**config.mk**
```make
export PLATFORM = sky130hd
export DESIGN_NAME = serial_multiplier
export DESIGN_NICKNAME = d
export VERILOG_FILES = /design/src/rtl/serial_mul_pkg.sv /design/src/rtl/serial_mul_datapath.sv /design/src/rtl/serial_multiplier.sv
export SDC_FILE = /design/constraint.sdc
export NUM_CORES = 1
export LEC_CHECK = 0
export CAP_MARGIN = 20
export CORE_MARGIN = 4
export CORE_UTILIZATION = 37
export CTS_CLUSTER_DIAMETER = 50
export DETAILED_ROUTE_END_ITERATION = 8
export HOLD_SLACK_MARGIN = 0.08
export PLACE_DENSITY = 0.68
export SLEW_MARGIN = 25
export SYNTH_ARGS = -nofsm -noshare
export SYNTH_HDL_FRONTEND = slang
export SYNTH_SLANG_ARGS = --single-unit
```
**constraint.sdc**
```tcl
create_clock -name clk -period 2.3 [get_ports clk]
set_input_delay 0.23 -clock clk [delete_from_list [all_inputs] [get_ports clk]]
set_output_delay 0.23 -clock clk [all_outputs]
set_load 0.005 [all_outputs]
```
**src/rtl/serial_mul_pkg.sv**
```systemverilog
// -----------------------------------------------------------------------------
// serial_mul_pkg
//   Shared types and helpers for the sequential shift-add multiplier.
//   - state_t      : controller states (IDLE, RUN, DONE)
//   - count_width  : width of the RUN-phase bit counter for a given operand width
// -----------------------------------------------------------------------------
package serial_mul_pkg;

   typedef enum logic [1:0] {
      IDLE = 2'd0,
      RUN  = 2'd1,
      DONE = 2'd2
   } state_t;

   // Counter must reach width-1; keep at least one bit for degenerate widths.
   function automatic int count_width(input int width);
      return (width > 1) ? $clog2(width) : 1;
   endfunction

endpackage : serial_mul_pkg

```
**src/rtl/serial_mul_datapath.sv**
```systemverilog
// -----------------------------------------------------------------------------
// serial_mul_datapath
//   Accumulator, shifted multiplicand, shifted multiplier and the single adder
//   of the shift-add multiplier. Sequenced by the controller in
//   serial_multiplier.
//
//   Optional feature: define SERIAL_MUL_SIGNED_EN to treat a/b as two's
//   complement (magnitudes are multiplied, sign is applied when p is loaded).
//
// Ports
//   clk     in   rising-edge clock
//   rst_n   in   asynchronous active-low reset
//   load    in   capture a/b, clear acc (accepting edge)
//   step    in   one add/shift iteration (every RUN cycle)
//   finish  in   last iteration: load p from this cycle's sum
//   a       in   WIDTH      multiplicand
//   b       in   WIDTH      multiplier
//   p       out  2*WIDTH    product, held between completions
// -----------------------------------------------------------------------------
module serial_mul_datapath #(
   parameter int WIDTH = 8
) (
   input  logic                 clk,
   input  logic                 rst_n,
   input  logic                 load,
   input  logic                 step,
   input  logic                 finish,
   input  logic [WIDTH-1:0]     a,
   input  logic [WIDTH-1:0]     b,
   output logic [2*WIDTH-1:0]   p
);

   localparam int PW = 2 * WIDTH;

   logic [PW-1:0]    mcand_q;
   logic [PW-1:0]    acc_q;
   logic [PW-1:0]    p_q;
   logic [WIDTH-1:0] mplier_q;

   logic [WIDTH-1:0] a_cap;
   logic [WIDTH-1:0] b_cap;
   logic [PW-1:0]    acc_sum;
   logic [PW-1:0]    p_final;

   // Sum including this cycle's partial product; feeds both acc and p so the
   // last iteration's add lands in p on the same edge.
   assign acc_sum = acc_q + (mplier_q[0] ? mcand_q : '0);

`ifdef SERIAL_MUL_SIGNED_EN
   logic neg_q;

   // -(-2^(W-1)) wraps to 2^(W-1), which is the correct unsigned magnitude.
   assign a_cap   = a[WIDTH-1] ? -a : a;
   assign b_cap   = b[WIDTH-1] ? -b : b;
   assign p_final = neg_q ? -acc_sum : acc_sum;

   always_ff @(posedge clk or negedge rst_n) begin
      if (!rst_n) begin
         neg_q <= 1'b0;
      end else if (load) begin
         neg_q <= a[WIDTH-1] ^ b[WIDTH-1];
      end
   end
`else
   assign a_cap   = a;
   assign b_cap   = b;
   assign p_final = acc_sum;
`endif

   // NOTE: state registers use non-blocking (<=) so every flop samples
   // pre-edge values; blocking here would chain acc into mcand in one edge.
   always_ff @(posedge clk or negedge rst_n) begin
      if (!rst_n) begin
         // NOTE: operand and accumulator flops are reset too, not only the
         // control path, so an aborted multiply leaves nothing stale behind.
         mcand_q  <= '0;
         mplier_q <= '0;
         acc_q    <= '0;
         p_q      <= '0;
      end else if (load) begin
         mcand_q  <= {{WIDTH{1'b0}}, a_cap};
         mplier_q <= b_cap;
         acc_q    <= '0;
      end else if (step) begin
         acc_q    <= acc_sum;
         mcand_q  <= mcand_q << 1;
         mplier_q <= mplier_q >> 1;
         if (finish) begin
            p_q <= p_final;
         end
      end
   end

   assign p = p_q;

endmodule : serial_mul_datapath

```
**src/rtl/serial_multiplier.sv**
```systemverilog
// -----------------------------------------------------------------------------
// serial_multiplier
//   Sequential shift-add multiplier, one multiplier bit per clock, LSB first.
//   Start accepted at edge k -> busy in cycles k+1..k+WIDTH -> done pulse in
//   cycle k+WIDTH+1 with p valid. Start in the done cycle is accepted
//   back-to-back; start while busy is ignored.
//
//   Optional feature: SERIAL_MUL_SIGNED_EN (two's-complement operands).
//
// Ports
//   clk     in   rising-edge clock
//   rst_n   in   asynchronous active-low reset
//   start   in   request a multiply (sampled only while busy=0)
//   a       in   WIDTH      multiplicand, captured on the accepting edge
//   b       in   WIDTH      multiplier, captured on the accepting edge
//   busy    out  high while a multiply is in progress
//   done    out  one-cycle pulse, p valid
//   p       out  2*WIDTH    product, changes only on completion
// -----------------------------------------------------------------------------
module serial_multiplier
   import serial_mul_pkg::*;
#(
   parameter int WIDTH = 8
) (
   input  logic                 clk,
   input  logic                 rst_n,
   input  logic                 start,
   input  logic [WIDTH-1:0]     a,
   input  logic [WIDTH-1:0]     b,
   output logic                 busy,
   output logic                 done,
   output logic [2*WIDTH-1:0]   p
);

   localparam int             CW   = count_width(WIDTH);
   localparam logic [CW-1:0]  LAST = CW'(WIDTH - 1);

   state_t        state_q, state_d;
   logic [CW-1:0] count_q, count_d;
   logic          load;
   logic          step;
   logic          finish;

   always_ff @(posedge clk or negedge rst_n) begin
      if (!rst_n) begin
         state_q <= IDLE;
         count_q <= '0;
      end else begin
         state_q <= state_d;
         count_q <= count_d;
      end
   end

   always_comb begin
      // NOTE: every output of this block gets a default first, so no path
      // through the case leaves a signal unassigned and infers a latch.
      state_d = state_q;
      count_d = count_q;
      load    = 1'b0;
      step    = 1'b0;
      finish  = 1'b0;

      unique case (state_q)
         IDLE: begin
            if (start) begin
               load    = 1'b1;
               count_d = '0;
               state_d = RUN;
            end
         end

         RUN: begin
            step    = 1'b1;
            count_d = count_q + 1'b1;
            if (count_q == LAST) begin
               finish  = 1'b1;
               state_d = DONE;
            end
         end

         DONE: begin
            // Back-to-back: a start seen in the done cycle behaves as from IDLE.
            if (start) begin
               load    = 1'b1;
               count_d = '0;
               state_d = RUN;
            end else begin
               state_d = IDLE;
            end
         end

         default: state_d = IDLE;
      endcase
   end

   assign busy = (state_q == RUN);
   assign done = (state_q == DONE);

   serial_mul_datapath #(
      .WIDTH (WIDTH)
   ) u_datapath (
      .clk    (clk),
      .rst_n  (rst_n),
      .load   (load),
      .step   (step),
      .finish (finish),
      .a      (a),
      .b      (b),
      .p      (p)
   );

endmodule : serial_multiplier

```
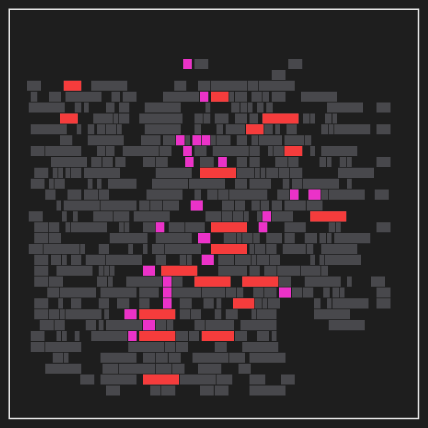
Figure 1: run 1, gate families picked out.
(4 px per µm)
legend:
  and/or cells:
    color: magenta
    cells: 24
    most_used: and2_1
    where: center
  fa/ha/maj cells:
    color: red
    cells: 18
    most_used: ha_4
most frequent logic cell in the layout: dfrtp_1
final std cells w/o fill: 499
multi-input combinational area share: 0.439

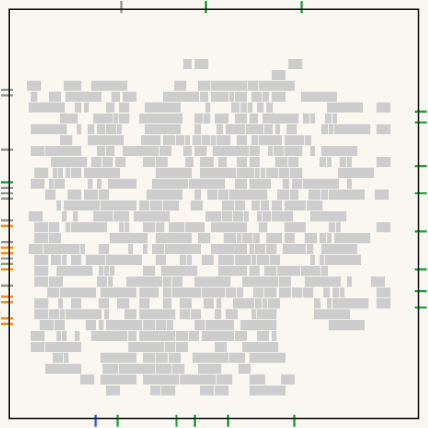
Figure 2: run 1, pin map.
(4 px per µm) Pins as bars across the die edge, other pins in gray.
legend:
  busy:
    color: blue
    pins: 1
    direction: output
    edge: south
  p:
    color: green
    pins: 16
    direction: output
    edge: 8 east, 5 south, 2 north, 1 west
  a:
    color: orange
    pins: 8
    direction: input
    edge: west
all pins by edge: 20 west, 8 east, 6 south, 3 north
die x size: 102 µm
die height: 102 µm

==> Slide: Implementation Results, run 1 <==
Run Summary

Clocking
  – Post-CTS setup buffer count: 2
  – Hold Buf Count CTS: 1
  – CTS tree: done
  – Worst-path clk slew: 80 ps
  – Clock buffer depth: 2
  – Num CTS Buffers: 9
  – Number of clock sinks: 61
  – CTS root buf: clkbuf_8

Worst setup path
  – Reg-to-Reg End: u_datapath.p[8]
  – Critical path's largest stage delay: roughly 450 ps
  – Slowest-stage cell, CP: dfrtp_2
  – Worst path depth: 9
  – Setup CP Type: flip-flop to flip-flop
  – Worst setup path start: u_datapath.mplier_q[0]
  – CP endpoint kind: flip-flop
  – Startpoint Class: flip-flop
  – Arr. time, crit path: approximately 2500 ps
  – Buf+Inv Stages, Crit Path: 0
  – Worst R2R Start: u_datapath.mplier_q[0]

STA
  – Final min period: 2230 ps
  – RSZ-0062 raised after global routing: true
  – Sum Neg Setup Slack: 0 ps
  – Crit path setup slack, layout: about 66 ps
  – Slew Limit Fails: 0

Yosys
  – Async SR Flop Fraction: 1.00
  – Yosys synthesis chip area: 0.00326 mm²
  – Area share, top type: 0.468
  – XOR/XNOR Area Share: 0.0295
  – Post-synthesis register bit count: 61
  – MUX area fraction: 0.0330
  – Post-synthesis cell type count: about 54
  – EDFF count, synth: 0
  – Sequential share of the synthesized area: 0.468
  – Biggest area cells: dfrtp_1, ha_1, nand2_1, a22o_1, and2_1
  – Synth Area per Inst: 10.1 µm²
  – Yosys aoi share: 0.220
  – Yosys cell count: approximately 320
  – Basic Gates by Area: 0.156
  – Dominant kind of combinational cell: AND-OR/OR-AND gates

Drt
  – Vias: about 2700
  – DRT antenna net count: 0
  – Routed vias/inst: roughly 5.4
  – Routed length on met2: about 3800 µm
  – # DRC: 0
  – Final WL: a little under 8000 µm

Pwr
  – Seq pwr: 1910 µW
  – Seq pwr share: 0.300
  – P_sw: 2520 µW
  – Combinational power: 3480 µW
  – Tot Pwr: between 6000 and 7000 µW
  – Main power group: combinational logic

Place
  – Cell Area, Placed: just under 0.004 mm²
  – DP Worst Slack: -83.5 ps
  – Placed cells: 477
  – IO buf count: 36

Cells and area
  – Fill cells: about 720
  – Final instance area: 0.00449 mm²
  – Leading cell kind: combinational gates
  – Fin util: 0.535
  – Clkbuf count: 10
  – Buffers excl. clock: ~70
  – Flip-flops: 61
  – Buffering overhead: 0.143

Floorplan
  – DIE AREA: between 0.01 and 0.015 mm²

Global routing
  – First-pass GRT wire length: around 13000 µm
  – Busiest grt layer: met2
  – Pin count of the biggest net entering global routing: 33
  – Total GRT Usage: 0.160

Run status
  – Status: complete, no violations

Min path
  – Hold WC Path Type: primary input to asynchronous set/reset pin
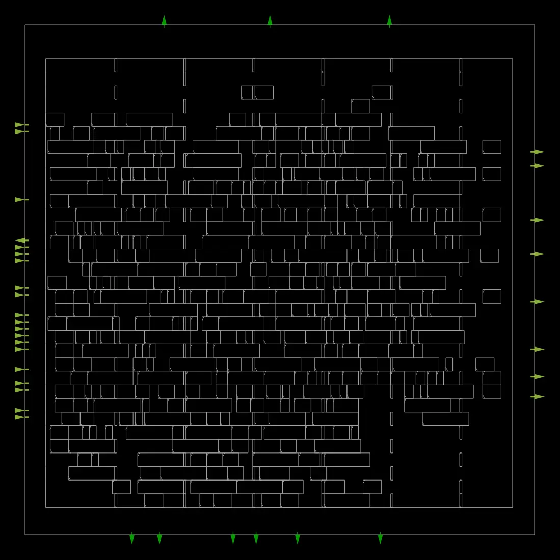
Figure 3: run 1, placement view.
sequential share of cell area: 0.341
row cnt: 33

Figure 4. Wires at chosen ports, followed through buffers (run 1).
(3 px per µm)
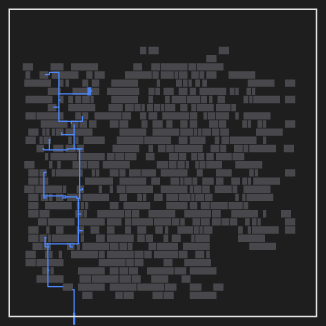

==> run 2: changes to the inputs <==
==> constraint.sdc (replaced) <==
create_clock -name clk -period 1.8 [get_ports clk]
set_input_delay 0.18 -clock clk [delete_from_list [all_inputs] [get_ports clk]]
set_output_delay 0.18 -clock clk [all_outputs]
set_load 0.005 [all_outputs]
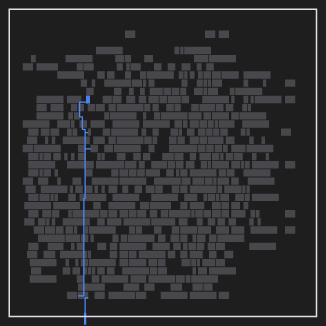
Figure 5: run 2, wires at chosen ports, followed through buffers.
(3 px per µm)
legend:
  busy:
    color: blue
    direction: output
    edge: south
    end_cells: 1
    buffers: 1
    wire: 80.8 µm
# IOs: 37
IO buf count: 36

==> run 2 against run 1 <==
The flow now finishes with violations (negative setup slack). Critical path depth unchanged. Flip-flop count unchanged. Via count up 7.3%. Global-route usage up 1.9 points. Clock skew up 3.6 ps. Total power up 36%.
==> Slide: Implementation Results, run 2 <==
Run Summary

Worst setup path
  – Critical path's largest stage delay: 460 ps (was 450 ps)
  – Worst setup path start: u_datapath.mplier_q[0] (unchanged)
  – Worst R2R Start: u_datapath.mplier_q[0] (unchanged)
  – CP endpoint kind: flip-flop (unchanged)
  – Slowest-stage cell, CP: dfrtp_2 (unchanged)
  – Arr. time, crit path: 2510 ps (was 2450 ps)

Clocking
  – Num CTS Buffers: 9 (unchanged)
  – Clock buffer depth: 2 (unchanged)
  – Post-CTS setup buffer count: 6 (was 2)
  – Number of clock sinks: 61 (unchanged)
  – CTS tree: done (unchanged)
  – CTS root buf: clkbuf_8 (unchanged)
  – Hold Buf Count CTS: 1 (unchanged)

Drt
  – Final WL: 8710 µm (was 7920 µm)
  – Vias: 2890 (was 2693)

Global routing
  – Total GRT Usage: 0.179 (was 0.160)
  – Busiest grt layer: met2 (unchanged)
  – Pin count of the biggest net entering global routing: 62 (was 33)

Pwr
  – Seq pwr share: 0.278 (was 0.300)
  – Seq pwr: 2420 µW (was 1910 µW)
  – P_sw: 3460 µW (was 2520 µW)
  – Main power group: combinational logic (unchanged)

Floorplan
  – Die height: 102 µm (unchanged)
  – Die x size: 102 µm (unchanged)
  – Row cnt: 33 (unchanged)
  – DIE AREA: 0.0104 mm² (unchanged)

Yosys
  – Post-synthesis register bit count: 61 (unchanged)
  – Dominant kind of combinational cell: AND-OR/OR-AND gates (unchanged)
  – Synth Area per Inst: 10.1 µm² (unchanged)
  – Basic Gates by Area: 0.156 (unchanged)
  – Async SR Flop Fraction: 1.00 (unchanged)
  – Post-synthesis cell type count: 54 (unchanged)
  – Yosys cell count: 324 (unchanged)
  – MUX area fraction: 0.0330 (unchanged)
  – EDFF count, synth: 0 (unchanged)
  – XOR/XNOR Area Share: 0.0295 (unchanged)
  – Yosys synthesis chip area: 0.00326 mm² (unchanged)
  – Sequential share of the synthesized area: 0.468 (unchanged)

STA
  – Final Setup Violations: 25 (was 0)
  – Crit path setup slack, layout: -476 ps (was 65.9 ps)

Cells and area
  – Buffers excl. clock: 122 (was 70)
  – Sequential share of cell area: 0.316 (was 0.341)
  – Most frequent logic cell in the layout: buf_4 (was dfrtp_1)
  – Final instance area: 0.00484 mm² (was 0.00449 mm²)
  – Fill cells: 711 (was 723)
  – Flip-flops: 61 (unchanged)
  – Buffering overhead: 0.212 (was 0.143)
  – Multi-input combinational area share: 0.407 (was 0.439)
  – Clkbuf count: 9 (was 10)

Run status
  – Failing checks: negative setup slack
  – Status: complete, but fails checks (was complete, no violations)

Min path
  – Hold WC Path Type: primary input to asynchronous set/reset pin (unchanged)

Place
  – Placed cells: 524 (was 477)
  – DP Worst Slack: -520 ps (was -83.5 ps)
==> run 3: changes to the inputs <==
--- a/config.mk
+++ b/config.mk
@@ -5,10 +5,11 @@
 export SDC_FILE = /design/constraint.sdc
 export NUM_CORES = 1
 export LEC_CHECK = 0
-export CAP_MARGIN = 20
+export CAP_MARGIN = 10
 export CORE_MARGIN = 4
 export CORE_UTILIZATION = 37
 export CTS_CLUSTER_DIAMETER = 50
+export CTS_CLUSTER_SIZE = 8
 export DETAILED_ROUTE_END_ITERATION = 8
 export HOLD_SLACK_MARGIN = 0.08
 export PLACE_DENSITY = 0.68
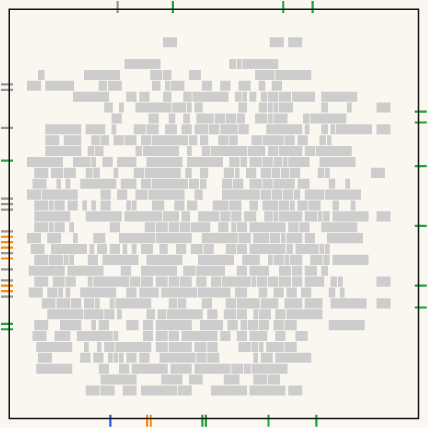
Figure 6: run 3, pin map.
(4 px per µm) Pins as bars across the die edge, other pins in gray.
legend:
  p:
    color: green
    pins: 16
    direction: output
    edge: 6 east, 4 south, 3 west, 3 north
  a:
    color: orange
    pins: 8
    direction: input
    edge: 6 west, 2 south
  busy:
    color: blue
    pins: 1
    direction: output
    edge: south

==> run 3 against run 2 <==
Worst hold slack is the same. Final cell count unchanged. Global-route usage did not move. Total power unchanged. Flip-flop count unchanged. Wire length stayed put. Critical path depth did not move. Synthesized cell count is the same. The run still ends with negative setup slack left. Utilization stayed put. Die area did not move. Sequential share of layout area is the same. Clock power barely moved.
==> Slide: Implementation Results, run 3 <==
Run Summary

Run status
  – Status: complete, but fails checks (unchanged)
  – Failing checks: negative setup slack (unchanged)

Cells and area
  – Clkbuf count: 9 (unchanged)
  – Final instance area: 0.00484 mm² (unchanged)
  – Leading cell kind: combinational gates (unchanged)
  – Most frequent logic cell in the layout: buf_4 (unchanged)
  – Fill cells: 711 (unchanged)
  – Multi-input combinational area share: 0.407 (unchanged)
  – Sequential share of cell area: 0.316 (unchanged)
  – Flip-flops: 61 (unchanged)
  – Buffers excl. clock: 122 (unchanged)
  – Final std cells w/o fill: 551 (unchanged)

Worst setup path
  – Critical path's largest stage delay: 460 ps (about the same)
  – CP endpoint kind: flip-flop (unchanged)
  – Arr. time, crit path: 2510 ps (about the same)
  – Reg-to-Reg End: u_datapath.p[10] (unchanged)
  – Setup CP Type: flip-flop to flip-flop (unchanged)
  – Startpoint Class: flip-flop (unchanged)

Place
  – DP Worst Slack: -520 ps (unchanged)
  – IO buf count: 36 (unchanged)
  – Placed cells: 524 (unchanged)

Clocking
  – Worst-path clk slew: 80 ps (about the same)
  – Clock buffer depth: 2 (unchanged)
  – Post-CTS setup buffer count: 6 (unchanged)
  – Hold Buf Count CTS: 1 (unchanged)
  – CTS tree: done (unchanged)
  – Number of clock sinks: 61 (unchanged)

Floorplan
  – DIE AREA: 0.0104 mm² (unchanged)
  – Die height: 102 µm (unchanged)
  – Die x size: 102 µm (unchanged)
  – # IOs: 37 (unchanged)

Drt
  – Routed vias/inst: 5.25 (unchanged)
  – # DRC: 0 (unchanged)
  – Vias: 2890 (unchanged)
  – Routed length on met2: 4130 µm (unchanged)
  – Final WL: 8710 µm (unchanged)
  – DRT antenna net count: 0 (unchanged)

Yosys
  – XOR/XNOR Area Share: 0.0295 (unchanged)
  – Synth Area per Inst: 10.1 µm² (unchanged)
  – Sequential share of the synthesized area: 0.468 (unchanged)
  – EDFF count, synth: 0 (unchanged)
  – Yosys cell count: 324 (unchanged)
  – Post-synthesis cell type count: 54 (unchanged)
  – Dominant kind of combinational cell: AND-OR/OR-AND gates (unchanged)
  – Post-synthesis register bit count: 61 (unchanged)
  – Async SR Flop Fraction: 1.00 (unchanged)

STA
  – Slew Limit Fails: 0 (unchanged)
  – RSZ-0062 raised after global routing: true (unchanged)
  – Sum Neg Setup Slack: -9070 ps (unchanged)
  – Final Setup Violations: 25 (unchanged)
  – Crit path setup slack, layout: -476 ps (unchanged)

Pwr
  – Main power group: combinational logic (unchanged)
  – Combinational power: 5170 µW (about the same)
  – Seq pwr share: 0.278 (about the same)

Global routing
  – Total GRT Usage: 0.179 (unchanged)
  – Pin count of the biggest net entering global routing: 62 (unchanged)
No activity file was given, so power comes from the tool's default toggle rates.
